Fig. 1: logic cells by family
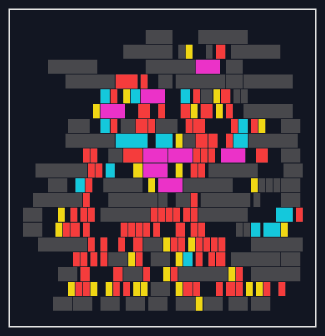
Fig. 2: clock wires, drivers and flops
The bar under the picture is 20 um long.
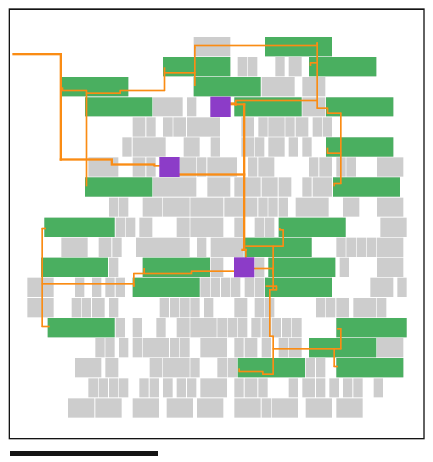
### config.mk
export PLATFORM = sky130hd
export DESIGN_NAME = uart_tx_sched
export DESIGN_NICKNAME = d
export VERILOG_FILES = /design/src/rtl/uart_pkg.sv /design/src/rtl/uart_baud_gen.sv /design/src/rtl/uart_tx_sched.sv
export SDC_FILE = /design/constraint.sdc
export NUM_CORES = 1
export LEC_CHECK = 0
export ABC_AREA = 1
export CAP_MARGIN = 20
export CORE_AREA = 2 2 54 56
export CTS_BUF_LIST = sky130_fd_sc_hd__clkbuf_4 sky130_fd_sc_hd__clkbuf_8
export CTS_CLUSTER_SIZE = 40
export DETAILED_ROUTE_END_ITERATION = 10
export DIE_AREA = 0 0 56 58
export GPL_TIMING_DRIVEN = 0
export PLACE_DENSITY = 0.9
export SYNTH_ARGS = -nofsm -noshare
export SYNTH_HDL_FRONTEND = slang
export SYNTH_SLANG_ARGS = --single-unit
### constraint.sdc
create_clock -name clk_in -period 2.72 [get_ports clk_in]
set_input_delay 0.816 -clock clk_in [delete_from_list [all_inputs] [get_ports clk_in]]
set_output_delay 0.816 -clock clk_in [all_outputs]
set_load 0.02 [all_outputs]
### src/rtl/uart_pkg.sv
// uart_pkg: shared state type, frame constants and round-robin pick for the UART scheduler
package uart_pkg;
  typedef enum logic [1:0] {IDLE, START, DATA, STOP} uart_state_e;
  localparam int UART_DATA_W = 8;
  localparam int UART_FRAME_BITS = 10;
  // First set bit of valid searching upward from last+1, wrapping at n; returns last if none set
  function automatic logic [2:0] rr_next(input logic [7:0] valid, input logic [2:0] last, input logic [3:0] n);
    logic found;
    logic [3:0] idx;
    found = 1'b0;
    rr_next = last;
    for (int i = 1; i <= 8; i++) begin
      idx = {1'b0, last} + 4'(i);
      if (idx >= n) idx = idx - n;
      if (!found && 4'(i) <= n && valid[idx[2:0]]) begin
        found = 1'b1;
        rr_next = idx[2:0];
      end
    end
  endfunction
endpackage

### src/rtl/uart_baud_gen.sv
// uart_baud_gen: bit-rate divider with synchronous restart and a tick on the last cycle of each bit
module uart_baud_gen #(
  parameter int CLK_DIV = 28,
  localparam int CW = $clog2(CLK_DIV)
) (
  input  logic clk_in,
  input  logic rst_n,
  input  logic restart,
  output logic tick
);
  logic [CW-1:0] cnt_q, cnt_d;
  assign tick = cnt_q == CW'(CLK_DIV - 1);
  assign cnt_d = restart || tick ? '0 : cnt_q + CW'(1);
  // Free-running divider, realigned to zero whenever a frame starts
  always_ff @(posedge clk_in or negedge rst_n)
    if (!rst_n) cnt_q <= '0;
    else cnt_q <= cnt_d;
endmodule

### src/rtl/uart_tx_sched.sv
// uart_tx_sched: round-robin arbiter feeding an 8N1 serializer that drives one shared TX line
module uart_tx_sched
  import uart_pkg::*;
#(
  parameter int CLK_DIV = 28,
  parameter int NREQ = 2,
  localparam int GW = NREQ > 1 ? $clog2(NREQ) : 1
) (
  input  logic            clk_in,
  input  logic            rst_n,
  input  logic [NREQ-1:0] req_valid,
  input  logic [8*NREQ-1:0] req_data,
  output logic [NREQ-1:0] req_ready,
  output logic            tx,
  output logic            busy,
  output logic [GW-1:0]   grant_id
);
  uart_state_e state_q;
  logic [UART_DATA_W-1:0] shift_q;
  logic [2:0] bit_q;
  logic [GW-1:0] last_q;
  logic [2:0] win;
  logic [7:0] valid_pad;
  logic [7:0] bytes [8];
  logic start, tick;
  for (genvar g = 0; g < 8; g++) begin : g_bytes
    if (g < NREQ) begin : g_used
      assign bytes[g] = req_data[8*g +: 8];
    end else begin : g_pad
      assign bytes[g] = '0;
    end
  end
  assign valid_pad = 8'(req_valid);
  assign win = rr_next(valid_pad, 3'(last_q), 4'(NREQ));
  assign start = state_q == IDLE && |req_valid;
  uart_baud_gen #(.CLK_DIV(CLK_DIV)) u_baud (
    .clk_in(clk_in),
    .rst_n(rst_n),
    .restart(start),
    .tick(tick)
  );
  // Arbitration and serializer; every output is a register so tx cannot glitch
  always_ff @(posedge clk_in or negedge rst_n)
    if (!rst_n) begin
      state_q <= IDLE;
      shift_q <= '0;
      bit_q <= '0;
      last_q <= GW'(NREQ - 1);
      tx <= 1'b1;
      busy <= 1'b0;
      req_ready <= '0;
      grant_id <= '0;
    end else begin
      req_ready <= '0;
      case (state_q)
        IDLE: if (|req_valid) begin
          shift_q <= bytes[win];
          last_q <= GW'(win);
          grant_id <= GW'(win);
          req_ready <= NREQ'(1) << win;
          tx <= 1'b0;
          busy <= 1'b1;
          bit_q <= '0;
          state_q <= START;
        end
        START: if (tick) begin
          tx <= shift_q[0];
          shift_q <= shift_q >> 1;
          state_q <= DATA;
        end
        DATA: if (tick) begin
          if (bit_q == 3'd7) begin
            tx <= 1'b1;
            state_q <= STOP;
          end else begin
            tx <= shift_q[0];
            shift_q <= shift_q >> 1;
            bit_q <= bit_q + 3'd1;
          end
        end
        STOP: if (tick) begin
          busy <= 1'b0;
          state_q <= IDLE;
        end
        default: state_q <= IDLE;
      endcase
    end
endmodule

==> flow_metrics.py <==
# Metrics from the implementation run
metrics = {
    "run_status": {
        "status": "complete, no violations",
    },
    "timing": {
        "setup_tns_ns": 0,
        "slew_headroom_pct": 69.25,
        "fin_skew_ns": 0.004146,
        "timing.final.crit_share_pct": 83.85,
    },
    "placement": {
        "dp_hpwl_um": 1931,
    },
    "layout": {
        "layout_top_cell": "nand2_1",
        "seq_cells": 24,
        "drive_gt1_share_pct": 10.33,
    },
    "worst_setup_path": {
        "cp_num_cells": 1,
        "crit_chain": "clkdlybuf4s50_1",
        "crit_fanout": 2,
    },
    "logic_synthesis": {
        "synth_top_cell_by_count": "nand2_1",
        "postSynthSeqShare_pct": 42.92,
        "numSynthFlops": 24,
        "yosys.cell_types.count": 27,
    },
    "power_and_ir_drop": {
        "p_leak_nw": 0.9323,
        "ir_drop_v": 0.0006404,
    },
    "global_route": {
        "grt_use_met1_pct": 23.08,
    },
    "drt": {
        "wire_per_inst_um": 10.39,
    },
    "floorplanning": {
        "initCoreUtil_pct": 52.77,
        "num_io_pins": 25,
    },
    "run": {
        "openroad.warnings": 30,
    },
}
-- Fig. 1 (at the start) --
- adder and majority cells: magenta (cells 8; most used ha_1; where centre)
- inverters: yellow (cells 30; most used inv_1)
- inverting AOI/OAI gates: cyan (cells 14; most used o21ai_0)
- NAND gates: red (cells 90; most used nand2_1)

-- Fig. 2 (at the start) --
- clock wires: orange (length 270 um)
- flip-flops: green (count 24)
- clock drivers: purple (count 3)
- flops lie: all over the die

flip-flops by register name, summed over array words and instances, names as in the netlist:
register      count
grant_id          1
shift_q           8
bit_q             3
tx                1
u_baud.cnt_q      5
last_q            1
busy              1
req_ready         2
state_q           2
cell families (layout without fill, tap and decap cells):
| logic type | Yosys count | count (layout) | synth area share, % |
|---|---|---|---|
| AND-OR/OR-AND | 15 | 15 | 7.303 |
| XOR/XNOR | 2 | 2 | 1.247 |
| adder cells (fa/ha/maj) | 8 | 8 | 7.124 |
| buffers and inverters | 31 | 60 | 8.458 |
| flip-flops | 24 | 24 | 42.92 |
| AND/OR/NAND/NOR | 104 | 104 | 32.95 |
